<file path="src/rtl/usr_deserializer.sv">
`default_nettype none
// ============================================================================
// Module   : usr_deserializer
// Purpose  : Serial-to-parallel word assembler with selectable bit order,
//            a single-word output holding register, and a sticky overrun flag.
// Revision : 1.0 - initial release
// ============================================================================
module usr_deserializer #(
  parameter int WIDTH = 4
) (
  input  logic             clk,
  input  logic             rst,
  input  logic             sin,
  input  logic             sin_valid,
  input  logic             dir,
  input  logic             flush,
  output logic [WIDTH-1:0] po,
  output logic             po_valid,
  input  logic             po_ready,
  output logic             busy,
  output logic             overrun
);

  localparam int                 c_CNT_W    = $clog2(WIDTH);
  localparam logic [c_CNT_W-1:0] c_CNT_LAST = c_CNT_W'(WIDTH - 1);
  localparam logic [c_CNT_W-1:0] c_CNT_ONE  = c_CNT_W'(1);

  typedef enum logic [0:0] {
    IDLE  = 1'b0,
    SHIFT = 1'b1
  } state_t;

  state_t             r_state;
  state_t             w_state_nxt;
  logic [WIDTH-1:0]   r_sreg;
  logic [c_CNT_W-1:0] r_cnt;
  logic [c_CNT_W-1:0] w_cnt_nxt;
  logic               r_dir_q;
  logic [WIDTH-1:0]   r_po;
  logic               r_po_valid;
  logic               r_overrun;

  logic               w_accept;
  logic               w_complete;
  logic               w_dir_eff;
  logic [WIDTH-1:0]   w_shifted;

  always_ff @(posedge clk) begin
    if (rst) begin
      r_state <= IDLE;
      r_cnt   <= '0;
    end else begin
      r_state <= w_state_nxt;
      r_cnt   <= w_cnt_nxt;
    end
  end

  // The first bit of a word uses the live dir; later bits use the latched copy.
  always_comb begin
    w_accept    = sin_valid && !flush;
    w_dir_eff   = (r_state == IDLE) ? dir : r_dir_q;
    w_shifted   = w_dir_eff ? {r_sreg[WIDTH-2:0], sin} : {sin, r_sreg[WIDTH-1:1]};
    w_complete  = w_accept && (r_cnt == c_CNT_LAST);
    w_state_nxt = r_state;
    w_cnt_nxt   = r_cnt;
    if (flush) begin
      w_state_nxt = IDLE;
      w_cnt_nxt   = '0;
    end else if (w_complete) begin
      w_state_nxt = IDLE;
      w_cnt_nxt   = '0;
    end else if (w_accept) begin
      w_state_nxt = SHIFT;
      w_cnt_nxt   = r_cnt + c_CNT_ONE;
    end
  end

  always_ff @(posedge clk) begin
    if (rst) begin
      r_sreg  <= '0;
      r_dir_q <= 1'b0;
    end else if (w_accept) begin
      r_sreg <= w_shifted;
      if (r_state == IDLE) begin
        r_dir_q <= dir;
      end
    end
  end

  // Output register: a completing word is dropped only if the held word stays unconsumed.
  always_ff @(posedge clk) begin
    if (rst) begin
      r_po       <= '0;
      r_po_valid <= 1'b0;
      r_overrun  <= 1'b0;
    end else begin
      if (w_complete && (!r_po_valid || po_ready)) begin
        r_po       <= w_shifted;
        r_po_valid <= 1'b1;
      end else if (r_po_valid && po_ready) begin
        r_po_valid <= 1'b0;
      end
      if (flush) begin
        r_overrun <= 1'b0;
      end else if (w_complete && r_po_valid && !po_ready) begin
        r_overrun <= 1'b1;
      end
    end
  end

  assign po       = r_po;
  assign po_valid = r_po_valid;
  assign busy     = (r_state == SHIFT);
  assign overrun  = r_overrun;

endmodule
`default_nettype wire

</file>
<file path="config.mk">
export PLATFORM = sky130hd
export DESIGN_NAME = usr_deserializer
export DESIGN_NICKNAME = d
export VERILOG_FILES = /design/src/rtl/usr_deserializer.sv
export SDC_FILE = /design/constraint.sdc
export NUM_CORES = 1
export LEC_CHECK = 0
export CAP_MARGIN = 25
export CORE_MARGIN = 3
export CORE_UTILIZATION = 41
export DETAILED_ROUTE_END_ITERATION = 7
export PLACE_DENSITY = 0.75
export SLEW_MARGIN = 20
export SYNTH_ARGS = -nofsm -noshare
export SYNTH_HDL_FRONTEND = slang
export SYNTH_SLANG_ARGS = --single-unit
</file>
<file path="constraint.sdc">
create_clock -name clk -period 2.4 [get_ports clk]
set_clock_uncertainty 0.1 [all_clocks]
set_input_delay 0.24 -clock clk [delete_from_list [all_inputs] [get_ports clk]]
set_output_delay 0.24 -clock clk [all_outputs]
set_load 0.005 [all_outputs]
</file>
Fig. 1: signal wires on met1
Cells faint in the background.
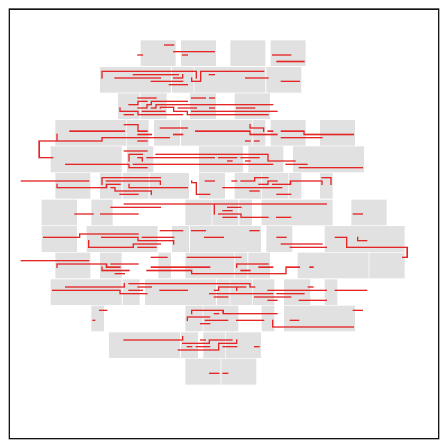
nets with wire on the layer	73
share of all routed wire	50%
wire length on this layer	573 µm
main direction	horizontal
longest straight run	20.7 µm
routed wire length: 1140 µm
via count: 474
met1 Use GR: 0.198

Fig. 2: M2 wires
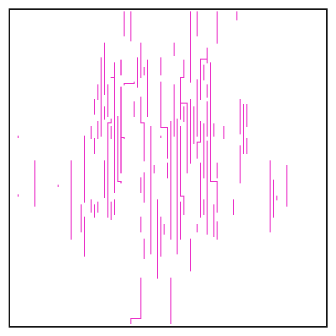
longest straight run	18.7 µm
wire length on this layer	519 µm
nets with wire on the layer	68
main direction	vertical
routing usage on met2: 0.230

Fig. 3: met3 routing
Cells faint in the background.
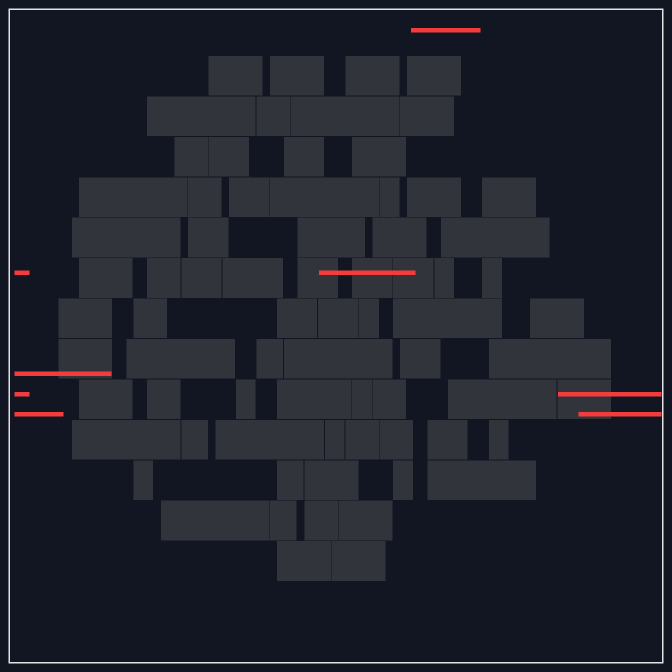
longest straight run	6.70 µm
wire length on this layer	33.1 µm
share of all routed wire	2.9%

[flip-flops by register name, indices dropped and copies added (netlist names)]
signal    cells
r_cnt         2
po            4
po_valid      1
r_dir_q       1
busy          1
overrun       1
r_sreg        4
[worst max-delay path: cells and delay by family]
kind / cells / cell delay [ps]
simple gates: 2 / 640
compound gates: 1 / 250
buf+inv: 1 / 550
[power groups by stage]
stage | logic, W | clock network, W | registers [W]
4_1_cts | 0.0000486 | 0.000169 | 0.000245
3_3_place_gp | 0.0000469 | 0 | 0.000251
2_1_floorplan | 0.0000287 | 0 | 0.000250
5_1_grt | 0.0000536 | 0.000180 | 0.000247
3_5_place_dp | 0.0000484 | 0 | 0.000251
6_report | 0.0000483 | 0.000170 | 0.000245
[worst paths after layout]
| kind | slack (ps) | depth (start not counted) | end |
|---|---|---|---|
| min | 410 | 2 | r_sreg[3] |
| max reg2reg | 930 | 3 | r_sreg[2] |
| min reg2reg | 410 | 2 | r_sreg[3] |
| max | 800 | 4 | r_sreg[0] |
[layer usage]
layer	up-vias	wire length (µm)	track usage
met5	-	0	0
met4	0	16	0.0542
met3	2	33	0.0249
met2	8	518	0.230
met1	215	573	0.198
li1	249	-	-
[final cells by class]
class | instances | area, µm² | area share
Sequential cell | 14 | 280 | 0.369
Tap cell | 15 | 18.8 | 0.0247
Timing Repair Buffer | 13 | 130 | 0.171
Multi-Input combinational cell | 40 | 287 | 0.377
Clock buffer | 4 | 36.3 | 0.0478
Inverter | 2 | 7.51 | 0.00988
[per-stage QoR]
step | power, W | hold WS [ps] | setup slack, ps | cell area, µm²
floorplan | 0.000279 | 213 | 1050 | 588
global route | 0.000481 | 436 | 668 | 759
global placement | 0.000298 | 386 | 573 | 723
finish | 0.000464 | 410 | 799 | 759
detailed placement | 0.000299 | 398 | 519 | 723
CTS | 0.000463 | 411 | 801 | 759
[cells in the mapped netlist, drive strengths merged]
| cell type | instances |
|---|---|
| a211oi | 9 |
| a21oi | 1 |
| a31oi | 5 |
| and2 | 1 |
| and3 | 1 |
| buf | 2 |
| clkbuf | 1 |
| dfxtp | 14 |
| ha | 1 |
| inv | 2 |
| mux2i | 7 |
| nand2 | 1 |
| nand2b | 1 |
| nor2 | 7 |
| nor2b | 2 |
| nor3 | 3 |
| nor4 | 1 |
[placed cells by master, fill, tap and decap left out, drive strengths merged]
cell type      Yosys  routed
and2               1       1
nor4               1       1
dfxtp             14      14
a211oi             9       9
nor2b              2       2
clkdlybuf4s50      0      13
a21oi              1       1
mux2i              7       7
nand2              1       1
nor3               3       3
nand2b             1       1
nor2               7       7
inv                2       2
and3               1       1
a31oi              5       5
ha                 1       1
clkbuf             1       4
[kinds of logic after synthesis]
logic type / synth area share
AND/OR/NAND/NOR: 0.149
AND-OR/OR-AND: 0.177
flip-flops: 0.477
multiplexers: 0.140
buffers and inverters: 0.0362
adder cells (fa/ha/maj): 0.0213
==> metrics.csv <==
stage,metric,value,unit
run_status,status,"finished, final reports clean",
sta,fin_crit,1600,ps
power_and_ir_drop,static-leakage-power,0.281,nW
worst_setup_path,crit_path_max_fanout,11,
power_and_ir_drop,comb_power_share,0.104,
worst_setup_path,startpoint_type,primary input,
cts,clk_latency,280,ps
yosys,ys_types,18,
placed_design,dp_cells,84,
sta,tns,0,ps
yosys,fp_nets,67,
power_and_ir_drop,switching_power,0.000107,W
route,drc,0,
flow_run,maxCapViolCount,0,
final_layout,final_cells,88,
yosys,postSynthCellCount,59,
cts,cts_buffers,3,
power_and_ir_drop,ir_worst_vdd,0.000408,V
floorplan,io_pins,14,
cts,cts_max_level,1,
worst_setup_path,timing.rr.start,busy,
worst_setup_path,critical_path_class,in -> reg,
worst_setup_path,critPathMaxStageDelay,550,ps
cts,cts_setup_buffers,0,
yosys,ys_ff,14,
final_layout,utilization,0.576,
cts,path_clk_slew,100,ps
placed_design,dp_hpwl,856,µm
worst_setup_path,crit_start,sin_valid,
Power figures rest on the tool's default switching activity, not on a simulated workload.
